### src/rtl/psram_define.sv
// Shared definitions for the PSRAM transfer sequencer.
//   xfer_state_e : sequencer FSM states (also visible on the debug state port)
//   IRQ_DONE     : bit of the interrupt-enable vector for the done flag
//   IRQ_TMO      : bit of the interrupt-enable vector for the timeout flag
package psram_define;

    typedef enum logic [1:0] {
        ST_IDLE  = 2'd0,
        ST_XFER  = 2'd1,
        ST_RECOV = 2'd2
    } xfer_state_e;

    localparam int IRQ_DONE = 0;
    localparam int IRQ_TMO  = 1;

endpackage

### src/rtl/dffer.sv
// Register with load enable and asynchronous active-low reset to zero.
//   clk   : clock
//   rst_n : async active-low reset
//   en    : load enable; q holds when low
//   d / q : next / current value, W bits
module dffer #(
    parameter int W = 1
) (
    input  logic         clk,
    input  logic         rst_n,
    input  logic         en,
    input  logic [W-1:0] d,
    output logic [W-1:0] q
);

    always_ff @(posedge clk or negedge rst_n) begin
        if (!rst_n)  q <= '0;
        else if (en) q <= d;
    end

endmodule

### src/rtl/dffr.sv
// Plain register with asynchronous active-low reset to zero.
//   clk   : clock
//   rst_n : async active-low reset
//   d / q : next / current value, W bits
module dffr #(
    parameter int W = 1
) (
    input  logic         clk,
    input  logic         rst_n,
    input  logic [W-1:0] d,
    output logic [W-1:0] q
);

    always_ff @(posedge clk or negedge rst_n) begin
        if (!rst_n) q <= '0;
        else        q <= d;
    end

endmodule

### src/rtl/psram_xfer_seq.sv
// PSRAM transfer sequencer. Arbitrates between a register-side config
// request and a bus request, issues one transfer to the PSRAM core, waits
// for completion (or a timeout), then enforces a recovery gap.
//   clk_i / rst_n_i      : clock, async active-low reset
//   cfg_*_i              : enable, recovery, timeout, irq enables, config request
//   cfg_rdata_o/busy/... : last config read data, busy, sticky done / timeout
//   bus_*                : bus request (valid/ready) and completion (done/err/rdata)
//   xfer_*               : request to the PSRAM core, xfer_ready_i = completion
//   irq_o                : registered interrupt
//   dbg_state_o          : current FSM state
//
// Handshakes: bus_valid_i/bus_ready_o transfer a request on a clock edge
// where both are high; bus_ready_o never depends on bus_valid_i. Towards
// the core, xfer_valid_o and every xfer_* field stay stable until the edge
// where xfer_ready_i is high (or the timeout aborts the transfer).
module psram_xfer_seq
    import psram_define::*;
#(
    parameter int DATA_BYTES = 4,
    parameter int ADDR_WIDTH = 32,
    parameter int TMO_WIDTH  = 16
) (
    input  logic                    clk_i,
    input  logic                    rst_n_i,
    input  logic                    cfg_en_i,
    input  logic [7:0]              cfg_recy_i,
    input  logic [TMO_WIDTH-1:0]    cfg_tmo_i,
    input  logic [1:0]              cfg_irq_en_i,
    input  logic                    cfg_req_i,
    input  logic                    cfg_rdwr_i,
    input  logic [ADDR_WIDTH-1:0]   cfg_addr_i,
    input  logic [8*DATA_BYTES-1:0] cfg_wdata_i,
    input  logic                    cfg_clr_i,
    output logic [8*DATA_BYTES-1:0] cfg_rdata_o,
    output logic                    cfg_busy_o,
    output logic                    cfg_done_o,
    output logic                    cfg_tmo_o,
    input  logic                    bus_valid_i,
    output logic                    bus_ready_o,
    input  logic                    bus_rdwr_i,
    input  logic [ADDR_WIDTH-1:0]   bus_addr_i,
    input  logic [8*DATA_BYTES-1:0] bus_wdata_i,
    input  logic [DATA_BYTES-1:0]   bus_wmask_i,
    output logic                    bus_done_o,
    output logic                    bus_err_o,
    output logic [8*DATA_BYTES-1:0] bus_rdata_o,
    output logic                    xfer_valid_o,
    output logic                    xfer_rdwr_o,
    output logic                    xfer_cfg_o,
    output logic [ADDR_WIDTH-1:0]   xfer_addr_o,
    output logic [8*DATA_BYTES-1:0] xfer_wdata_o,
    output logic [DATA_BYTES-1:0]   xfer_wmask_o,
    input  logic                    xfer_ready_i,
    input  logic [8*DATA_BYTES-1:0] xfer_rdata_i,
    output logic                    irq_o,
    output logic [1:0]              dbg_state_o
);

    localparam int DW = 8 * DATA_BYTES;

    xfer_state_e state_q, state_d;
    logic        alive_q;   // low during reset so bus_ready_o reads 0 there too
    logic        cfg_accept, bus_accept, xfer_cmpl, tmo_hit, recov_end;

    logic [TMO_WIDTH-1:0] tmo_cnt_q, tmo_cnt_d;
    logic [7:0]           rec_cnt_q, rec_cnt_d;
    logic                 rec_cnt_en;

    logic [DW-1:0] cfg_rdata_q, bus_rdata_q;
    logic          done_q, tmo_q, bus_done_q, bus_err_q, irq_q;

    // Config wins over a coincident bus request; cfg_req_i outside IDLE is dropped.
    assign cfg_accept  = (state_q == ST_IDLE) && alive_q && cfg_en_i && cfg_req_i;
    assign bus_ready_o = (state_q == ST_IDLE) && alive_q && cfg_en_i && !cfg_req_i;
    assign bus_accept  = bus_ready_o && bus_valid_i;

    // Completion on the limit cycle counts as success, so tmo_hit needs !xfer_ready_i.
    assign xfer_cmpl = (state_q == ST_XFER) && xfer_ready_i;
    assign tmo_hit   = (state_q == ST_XFER) && !xfer_ready_i &&
                       (cfg_tmo_i != '0) && (tmo_cnt_q == cfg_tmo_i);
    // The first RECOV cycle sees count 1, so cfg_recy_i of 0 or 1 both give one cycle.
    assign recov_end = (state_q == ST_RECOV) && (rec_cnt_q >= cfg_recy_i);

    always_ff @(posedge clk_i or negedge rst_n_i) begin
        if (!rst_n_i) begin
            state_q <= ST_IDLE;
            alive_q <= 1'b0;
        end else begin
            state_q <= state_d;
            alive_q <= 1'b1;
        end
    end

    always_comb begin
        state_d = state_q;
        case (state_q)
            ST_IDLE:  if (cfg_accept || bus_accept) state_d = ST_XFER;
            ST_XFER:  if (xfer_cmpl || tmo_hit)     state_d = ST_RECOV;
            ST_RECOV: if (recov_end)                state_d = ST_IDLE;
            default:                                state_d = ST_IDLE;
        endcase
    end

    // XFER cycle counter: preloaded with 1 outside XFER so the first XFER cycle reads 1.
    assign tmo_cnt_d = (state_q == ST_XFER) ? tmo_cnt_q + TMO_WIDTH'(1) : TMO_WIDTH'(1);

    dffr #(.W(TMO_WIDTH)) u_tmo_cnt (
        .clk   (clk_i),
        .rst_n (rst_n_i),
        .d     (tmo_cnt_d),
        .q     (tmo_cnt_q)
    );

    // Recovery counter: loaded with 1 while in XFER, counts up through RECOV.
    assign rec_cnt_en = (state_q != ST_IDLE);
    assign rec_cnt_d  = (state_q == ST_RECOV) ? rec_cnt_q + 8'd1 : 8'd1;

    dffer #(.W(8)) u_rec_cnt (
        .clk   (clk_i),
        .rst_n (rst_n_i),
        .en    (rec_cnt_en),
        .d     (rec_cnt_d),
        .q     (rec_cnt_q)
    );

    // Request fields are captured at acceptance and held for the whole XFER.
    always_ff @(posedge clk_i or negedge rst_n_i) begin
        if (!rst_n_i) begin
            xfer_cfg_o   <= 1'b0;
            xfer_rdwr_o  <= 1'b0;
            xfer_addr_o  <= '0;
            xfer_wdata_o <= '0;
            xfer_wmask_o <= '0;
        end else if (cfg_accept) begin
            xfer_cfg_o   <= 1'b1;
            xfer_rdwr_o  <= cfg_rdwr_i;
            xfer_addr_o  <= cfg_addr_i;
            xfer_wdata_o <= cfg_wdata_i;
            xfer_wmask_o <= cfg_rdwr_i ? '0 : '1;
        end else if (bus_accept) begin
            xfer_cfg_o   <= 1'b0;
            xfer_rdwr_o  <= bus_rdwr_i;
            xfer_addr_o  <= bus_addr_i;
            xfer_wdata_o <= bus_wdata_i;
            xfer_wmask_o <= bus_wmask_i;
        end
    end

    // Status and completion registers; a flag set beats a coincident clear.
    always_ff @(posedge clk_i or negedge rst_n_i) begin
        if (!rst_n_i) begin
            done_q      <= 1'b0;
            tmo_q       <= 1'b0;
            cfg_rdata_q <= '0;
            bus_done_q  <= 1'b0;
            bus_err_q   <= 1'b0;
            bus_rdata_q <= '0;
            irq_q       <= 1'b0;
        end else begin
            if (xfer_cmpl && xfer_cfg_o) done_q <= 1'b1;
            else if (cfg_clr_i)          done_q <= 1'b0;
            if (tmo_hit)                 tmo_q  <= 1'b1;
            else if (cfg_clr_i)          tmo_q  <= 1'b0;
            if (xfer_cmpl && xfer_cfg_o && xfer_rdwr_o)  cfg_rdata_q <= xfer_rdata_i;
            if (xfer_cmpl && !xfer_cfg_o && xfer_rdwr_o) bus_rdata_q <= xfer_rdata_i;
            bus_done_q <= (xfer_cmpl || tmo_hit) && !xfer_cfg_o;
            bus_err_q  <= tmo_hit && !xfer_cfg_o;
            irq_q      <= (done_q & cfg_irq_en_i[IRQ_DONE]) | (tmo_q & cfg_irq_en_i[IRQ_TMO]);
        end
    end

    assign xfer_valid_o = (state_q == ST_XFER);
    assign cfg_busy_o   = (state_q != ST_IDLE);
    assign cfg_done_o   = done_q;
    assign cfg_tmo_o    = tmo_q;
    assign cfg_rdata_o  = cfg_rdata_q;
    assign bus_done_o   = bus_done_q;
    assign bus_err_o    = bus_err_q;
    assign bus_rdata_o  = bus_rdata_q;
    assign irq_o        = irq_q;
    assign dbg_state_o  = state_q;

endmodule

### config.mk
export PLATFORM = sky130hd
export DESIGN_NAME = psram_xfer_seq
export DESIGN_NICKNAME = d
export VERILOG_FILES = /design/src/rtl/psram_define.sv /design/src/rtl/dffer.sv /design/src/rtl/dffr.sv /design/src/rtl/psram_xfer_seq.sv
export SDC_FILE = /design/constraint.sdc
export NUM_CORES = 1
export LEC_CHECK = 0
export CAP_MARGIN = 20
export CORE_MARGIN = 1
export CORE_UTILIZATION = 40
export DETAILED_ROUTE_END_ITERATION = 10
export GPL_TIMING_DRIVEN = 1
export HOLD_SLACK_MARGIN = 0.12
export PLACE_DENSITY = 0.87
export SLEW_MARGIN = 30
export SYNTH_ARGS = -nofsm -noshare
export SYNTH_HDL_FRONTEND = slang
export SYNTH_HIERARCHICAL = 1
export SYNTH_SLANG_ARGS = --single-unit
### constraint.sdc
create_clock -name clk_i -period 1.87 [get_ports clk_i]
set_input_delay 0.187 -clock clk_i [delete_from_list [all_inputs] [get_ports clk_i]]
set_output_delay 0.187 -clock clk_i [all_outputs]
set_load 0.02 [all_outputs]
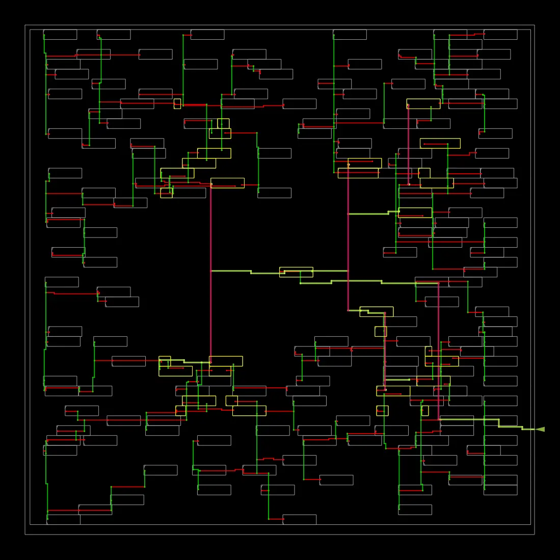
Fig. 1. Clock routing (run 1).
clock sinks: 166
Worst Skew: 0.00995 ns
sequential cell count of the final layout: 166

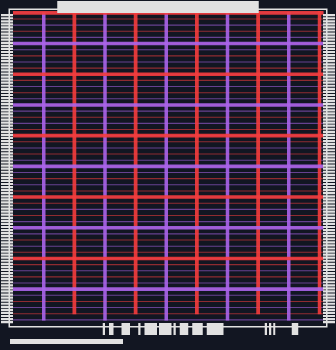
Fig. 2. Supply network (run 1).
Scale bar: 50 um. Pins as bars on the die edge.
colour	net
purple	VSS
red	VDD
signal pins	343
rows	50
met4 straps	10
met5 straps	10
met1 rails	51
largest voltage drop on the vdd net: 0.752 mV
horizontal extent of the die: 140 um

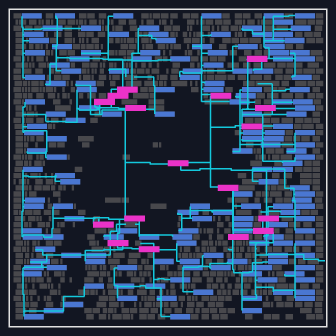
Fig. 3. Clock network drawn from the DEF (run 1).
[blue] flip-flops | count: 166
[cyan] clock wires | length: 2070 um
[magenta] clock-net drivers | count: 17
routed clock nets	18
flops lie	all over the die
clock group total power: 0.00355 W
insertion delay at the late pin of the worst-skew pair: 0.42 ns
share of total power in the clock network: 0.198

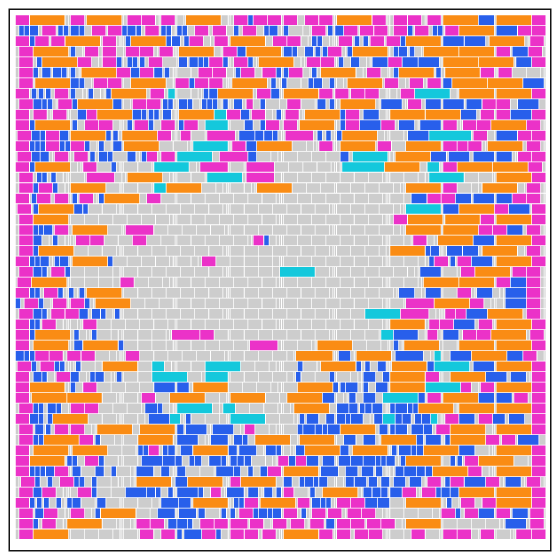
Fig. 4. Placed cells, one colour a class (run 1).
Fill, decap, tap and diode cells in grey.
colour	class	cells
blue	remaining logic cells	507
orange	sequential cells	166
magenta	remaining buffers and delay cells	372
cyan	clock drivers and dummy loads	32
core area: 18700 um^2
design area: 12100 um^2
Util after Layout: 0.645
register fraction of the total cell area: 0.344
Site Rows: 50

==> notes.md, run 1 <==
yosys + openroad results -> status=completed, depth of the worst register-to-register path=7, family of cells with the greatest summed delay on the critical path=buffers and inverters, routing usage on met1=0.276, Mapped Avg Cell Area=~11 um^2, endpoints failing hold=0, Final Max Tran Viols=0, total CTS buffers=17, tool warnings=26, total of buffers placed on input and output ports=around 340, cell with the most instances after synthesis=dfrtp_1, Net count, final=roughly 1300, DR DRC count=0, met3 routed WL=1460 um, final weighted congestion in routability-driven placement=a little under 0.9, Slew HR=0.637, critical path data required time=1.68 ns, global-route wire length before repair=between 30000 and 40000 um, worst stage delay on the critical path=around 0.69 ns, root buffer selected by CTS=clkbuf_16
-- run 1: where the power goes --
part           total (W)  switching, W  internal [W]
registers        0.00602      0.000936       0.00508
clock network    0.00355       0.00155       0.00200
logic            0.00834       0.00398       0.00436
-- run 1: area by class of cell --
cell class                      count  area [um^2]
Antenna cell                        1         2.50
Clock buffer                       17          425
Clock inverter                     15          176
Fill cell                        1369         6630
Inverter                           15         58.8
Multi-Input combinational cell    492         3160
Sequential cell                   166         4160
Tap cell                          234          293
Timing Repair Buffer              372         3800
-- run 1: what timing repair did --
action	4_1_cts	5_1_grt
endpoints found under the hold margin	48	0
hold buffers	1	0
pin swaps	0	1
endpoints found under the setup margin	3	4
setup buffers	0	0
gates resized	7	3
-- run 1: flip-flops by register name (all words and copies together), names as in the netlist --
signal	cells
irq_o	1
xfer_wdata_o	32
cfg_tmo_o	1
u_rec_cnt/q	8
bus_err_o	1
cfg_rdata_o	32
dbg_state_o	2
bus_rdata_o	32
xfer_addr_o	32
cfg_done_o	1
u_tmo_cnt/q	16
bus_done_o	1
xfer_rdwr_o	1
xfer_cfg_o	1
alive_q	1
xfer_wmask_o	4
-- run 1: cell usage in the layout (no fill, tap or decap), drive strengths merged --
| cell type | count |
|---|---|
| a211o | 1 |
| a21o | 1 |
| a21oi | 5 |
| a22o | 1 |
| a31oi | 69 |
| and2 | 6 |
| and3 | 7 |
| and4 | 2 |
| buf | 31 |
| bufinv | 2 |
| clkbuf | 17 |
| clkdlybuf4s50 | 338 |
| clkinv | 9 |
| clkinvlp | 1 |
| conb | 1 |
| dfrtp | 166 |
| diode | 1 |
| dlygate4sd2 | 1 |
| dlygate4sd3 | 1 |
| dlymetal6s2s | 1 |
| ha | 10 |
| inv | 18 |
| mux2 | 72 |
| nand2 | 153 |
| nand2b | 3 |
| nand3 | 12 |
| nand4 | 8 |
| nor2 | 89 |
| nor2b | 2 |
| nor3 | 2 |
| nor4 | 4 |
| o21a | 1 |
| o21ai | 6 |
| or2 | 1 |
| or3 | 2 |
| xnor2 | 18 |
| xor2 | 16 |
-- run 1: cell families (layout without fill, tap and decap cells) --
logic type / after synthesis / count (layout) / share of synthesized area
XOR/XNOR: 34 / 34 / 0.0391
multiplexers: 72 / 72 / 0.125
adder cells (fa/ha/maj): 10 / 10 / 0.0164
AND/OR/NAND/NOR: 291 / 291 / 0.164
other: 1 / 2 / 0.000492
buffers and inverters: 56 / 419 / 0.0414
AND-OR/OR-AND: 84 / 84 / 0.0682
flip-flops: 166 / 166 / 0.545
-- run 1: through the flow --
| stage | setup WS, ns | hold WS [ns] | cell area [um^2] | setup TNS, ns |
|---|---|---|---|---|
| floorplan | 0.0402 | -0.109 | 7620 | 0 |
| global placement | -0.106 | 0.184 | 11500 | -0.110 |
| detailed placement | -0.0780 | 0.195 | 11500 | -0.108 |
| CTS | 0.00884 | 0.298 | 12100 | 0 |
| global route | 0.00239 | 0.307 | 12100 | 0 |
| finish | 0.0614 | 0.307 | 12100 | 0 |
==> run 1 -> run 2 <==
--- a/config.mk
+++ b/config.mk
@@ -7,11 +7,11 @@
 export LEC_CHECK = 0
 export CAP_MARGIN = 20
 export CORE_MARGIN = 1
-export CORE_UTILIZATION = 40
+export CORE_UTILIZATION = 42
 export DETAILED_ROUTE_END_ITERATION = 10
 export GPL_TIMING_DRIVEN = 1
 export HOLD_SLACK_MARGIN = 0.12
-export PLACE_DENSITY = 0.87
+export PLACE_DENSITY = 0.91
 export SLEW_MARGIN = 30
 export SYNTH_ARGS = -nofsm -noshare
 export SYNTH_HDL_FRONTEND = slang
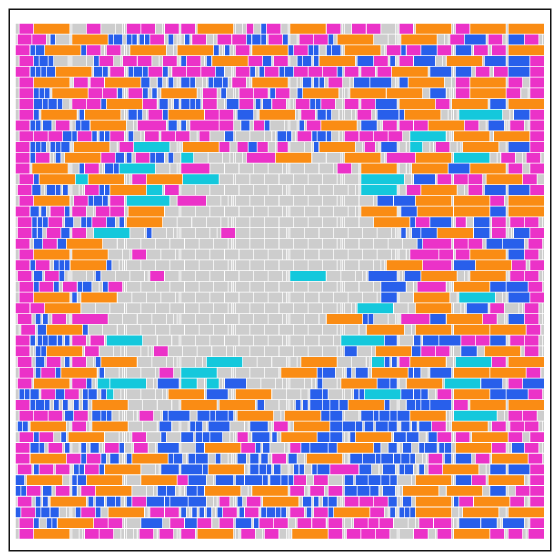
Fig. 5. Placed cells, one colour a class (run 2).
Fill, decap, tap and diode cells in grey.
colour	class	cells
cyan	clock drivers and dummy loads	31
magenta	remaining buffers and delay cells	370
blue	remaining logic cells	507
orange	sequential cells	166

==> notes.md, run 2 <==
yosys + openroad results -> status=completed, arrival time reported for the critical path endpoint=about 2.1 ns, clock sinks=roughly 170, global-route wire length before repair=around 36000 um, summed negative setup slack over all endpoints=0 ns, post-synthesis cell area=7620 um^2, family of cells with the greatest summed delay on the critical path=simple AND/OR/NAND/NOR gates, Inst Count DP=between 1000 and 1500, fp_density=0.436, final worst hold slack=between 0.2 and 0.25 ns, sequential cell fraction of total power=0.329, number of antenna-violating nets in the routed design=0, DR DRC count=0, total CTS buffers=17, static leakage=between 5 and 6 nW, cell with the most instances after synthesis=dfrtp_1, Net count, final=1271, critical path startpoint=dbg_state_o[1], register area=roughly 4200 um^2, fill count=about 1200, Psw=0.00663 W, worst stage delay on the critical path=0.40 ns, largest voltage drop on the vdd net=about 1.0 mV, distinct cell type count of the synthesized netlist=roughly 41, Comb pwr share=0.455, antenna diode count=0, Site Rows=~48, Mapped Avg Cell Area=between 10 and 15 um^2, share of total power in the clock network=0.216, critical path data required time=about 2.2 ns, Final Max Tran Viols=0, switching part of the total power=0.359, root buffer selected by CTS=clkbuf_16, insertion delay at the late pin of the worst-skew pair=0.43 ns, highest-count cells in the layout ignoring fill and taps=clkdlybuf4s50_1 (338), dfrtp_1 (165), nand2_1 (149), Util after Layout=0.693, tool warnings=26, Combinational Area=approximately 3200 um^2, total internal power=0.0118 W, core area=between 15000 and 20000 um^2, endpoints failing hold=0, final weighted congestion in routability-driven placement=around 0.83, critical-path cell list=nand2b_1, inv_4, and2_4, nand2_4, nor2_8, buf_12, mux2_2, total of buffers placed on input and output ports=342, number of warnings issued by yosys=6, most frequent logic cell in the layout=clkdlybuf4s50_1, Worst Skew=~0.019 ns, horizontal extent of the die=roughly 140 um, fraction of layout instances using a drive strength above 1=0.133
==> run 2: area by class of cell <==
| type | instances | area share |
|---|---|---|
| clock buffer | 17 | 0.0351 |
| clock inverter | 14 | 0.0190 |
| inverter | 15 | 0.00485 |
| multi-input combinational | 492 | 0.261 |
| sequential | 166 | 0.343 |
| tap | 225 | 0.0232 |
| timing repair buffer | 370 | 0.314 |
==> run 2: kinds of logic after synthesis <==
group | synth area share
buf+inv | 0.0414
flops | 0.545
fa+ha+maj | 0.0164
compound gates | 0.0682
other cells | 0.000492
xor+xnor | 0.0391
simple gates | 0.164
mux | 0.125
==> run 2: power groups by stage <==
| stage | Combinational, W | Sequential (W) | Clock, W |
|---|---|---|---|
| final | 0.00839 | 0.00607 | 0.00398 |
| after global routing | 0.00887 | 0.00625 | 0.00420 |
| after CTS | 0.00844 | 0.00608 | 0.00406 |
| after detailed placement | 0.00839 | 0.00610 | 0 |
| after global placement | 0.00818 | 0.00601 | 0 |
| after floorplan | 0.00233 | 0.00773 | 0 |
==> run 2: repair_timing <==
item,in CTS,in global routing
buffers inserted,0,0
gates resized,8,2
cloned,0,1
endpoints found under the setup margin,3,2
pin swaps,0,0
hold buffers,1,0
hold endpoints to repair,166,0
==> run 2: final timing paths <==
kind	to	slack (ns)	depth (start not counted)
worst max-delay path	bus_rdata_o[22]	0.08	7
worst min-delay path	cfg_rdata_o[5]	0.25	2
max in group asynchronous	cfg_rdata_o[11]	0.97	3
worst min register to register	bus_rdata_o[21]	0.49	1
min in group clk_i	xfer_addr_o[28]	0.31	3
worst max register to register	bus_rdata_o[22]	0.08	7
==> run 2: per-stage QoR <==
stage / setup slack [ns] / cell area (um^2)
floorplan: 0.0402 / 7620
global placement: -0.0628 / 11400
detailed placement: -0.0558 / 11400
CTS: 0.0154 / 12100
global route: 0.0172 / 12100
finish: 0.0801 / 12100
==> run 2: metal layers <==
| layer | global-route usage | vias up | part of all wire |
|---|---|---|---|
| met3 | 0.0800 | 28 | 0.085 |
| met5 | 0 | - | 0 |
| met4 | 0.0870 | 0 | 0.027 |
| met2 | 0.457 | 298 | 0.52 |
| li1 | - | 3109 | - |
| met1 | 0.278 | 3224 | 0.37 |
==> run 2 -> run 3 <==
--- a/config.mk
+++ b/config.mk
@@ -7,11 +7,12 @@
 export LEC_CHECK = 0
 export CAP_MARGIN = 20
 export CORE_MARGIN = 1
-export CORE_UTILIZATION = 42
+export CORE_UTILIZATION = 45
 export DETAILED_ROUTE_END_ITERATION = 10
 export GPL_TIMING_DRIVEN = 1
 export HOLD_SLACK_MARGIN = 0.12
-export PLACE_DENSITY = 0.91
+export PLACE_DENSITY = 0.95
+export SETUP_SLACK_MARGIN = 0.15
 export SLEW_MARGIN = 30
 export SYNTH_ARGS = -nofsm -noshare
 export SYNTH_HDL_FRONTEND = slang
==> constraint.sdc (replaced) <==
create_clock -name clk_i -period 2.3 [get_ports clk_i]
set_input_delay 0.23 -clock clk_i [delete_from_list [all_inputs] [get_ports clk_i]]
set_output_delay 0.23 -clock clk_i [all_outputs]
set_load 0.02 [all_outputs]
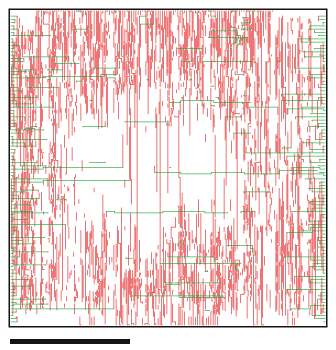
Fig. 6. Signal wires by layer (run 3).
Scale bar: 50 um. Only two layers are drawn.
colour	layer	wire length
green	M3	1830 um
red	M2	12300 um

==> notes.md, run 3 <==
yosys + openroad results -> Net count, final=around 1300, post-synthesis cell area=between 7000 and 8000 um^2, area share of and-or/or-and cells after synthesis=0.0682, root buffer selected by CTS=clkbuf_16, total CTS buffers=17, static leakage=roughly 5.3 nW, status=completed, highest-count cells in the layout ignoring fill and taps=clkdlybuf4s50_1 (340), dfrtp_1 (166), nand2_1 (149), main logic family after synthesis=simple AND/OR/NAND/NOR gates, largest voltage drop on the vdd net=approximately 0.71 mV, family of cells with the greatest summed delay on the critical path=buffers and inverters, global-route wire length before repair=roughly 38000 um, fa+ha+maj area frac=0.0164, Reg2Reg Setup Slack=between 0.3 and 0.4 ns, antenna diode count=0, summed negative setup slack over all endpoints=0 ns, final weighted congestion in routability-driven placement=approximately 0.84, Util after Layout=0.721, register area=4150 um^2, DR DRC count=0, Final Max Tran Viols=0, cell area after placement=between 10000 and 15000 um^2, XOR/XNOR share of the synthesized area=0.0391, number of warnings issued by yosys=6, capture point of the worst reg-to-reg path=dbg_state_o[0], worst stage delay on the critical path=0.71 ns, distinct cell type count of the synthesized netlist=roughly 40, number of antenna-violating nets in the routed design=0, Inst Count DP=1255, clock sinks=166, fill count=1065, most frequent logic cell in the layout=clkdlybuf4s50_1, critical path data required time=roughly 2.1 ns, fraction of layout instances using a drive strength above 1=0.125, yosys simple share=0.164, Setup Slack @ Placement=a little over 0.2 ns
-- run 3: worst max path at each step --
| stage | start | to | slack, ns | cells past startpoint |
|---|---|---|---|---|
| after floorplan | dbg_state_o[1] | bus_rdata_o[11] | 0.47 | 8 |
| after global placement | cfg_en_i | xfer_addr_o[30] | 0.32 | 7 |
| after detailed placement | cfg_en_i | xfer_addr_o[18] | 0.20 | 7 |
| after CTS | xfer_cfg_o | xfer_cfg_o | 0.25 | 1 |
| after global routing | dbg_state_o[1] | bus_ready_o | 0.22 | 4 |
| final | xfer_cfg_o | xfer_cfg_o | 0.27 | 1 |
-- run 3: report_power, final --
part,total [W],switching [W],internal (W)
clock network,0.00277,0.00131,0.00146
registers,0.00494,0.000810,0.00413
logic,0.00674,0.00327,0.00347
total,0.0144,0.00538,0.00907
-- run 3: what timing repair did --
action,in CTS,in global routing
endpoints found under the setup margin,1,0
hold buffers,1,0
buffers inserted,0,0
hold endpoints to repair,58,0
resized,1,0
-- run 3: kinds of logic after synthesis --
group / Yosys count
buffers and inverters: 56
other: 1
AND/OR/NAND/NOR: 291
XOR/XNOR: 34
adder cells (fa/ha/maj): 10
multiplexers: 72
AND-OR/OR-AND: 84
flip-flops: 166
-- run 3: cell type report --
type / count / area share
clock buffers: 18 / 0.0369
clock inverters: 14 / 0.0118
inverters: 15 / 0.00494
multi-input cells: 492 / 0.265
flip-flops and latches: 166 / 0.349
well taps: 220 / 0.0231
repair buffers: 363 / 0.309
-- run 3: per-stage QoR --
stage / hold WS (ns) / total power, W
6_report: 0.352 / 0.0144
5_1_grt: 0.357 / 0.0151
4_1_cts: 0.342 / 0.0145
3_5_place_dp: 0.249 / 0.0117
3_3_place_gp: 0.249 / 0.0115
2_1_floorplan: -0.0656 / 0.00818
-- run 3: routing by layer --
layer,GRT usage,wire (um)
met1,0.319,8930
met2,0.501,12300
met3,0.0788,1830
met4,0.109,783
met5,0,0
No activity file was given, so power comes from the tool's default toggle rates.
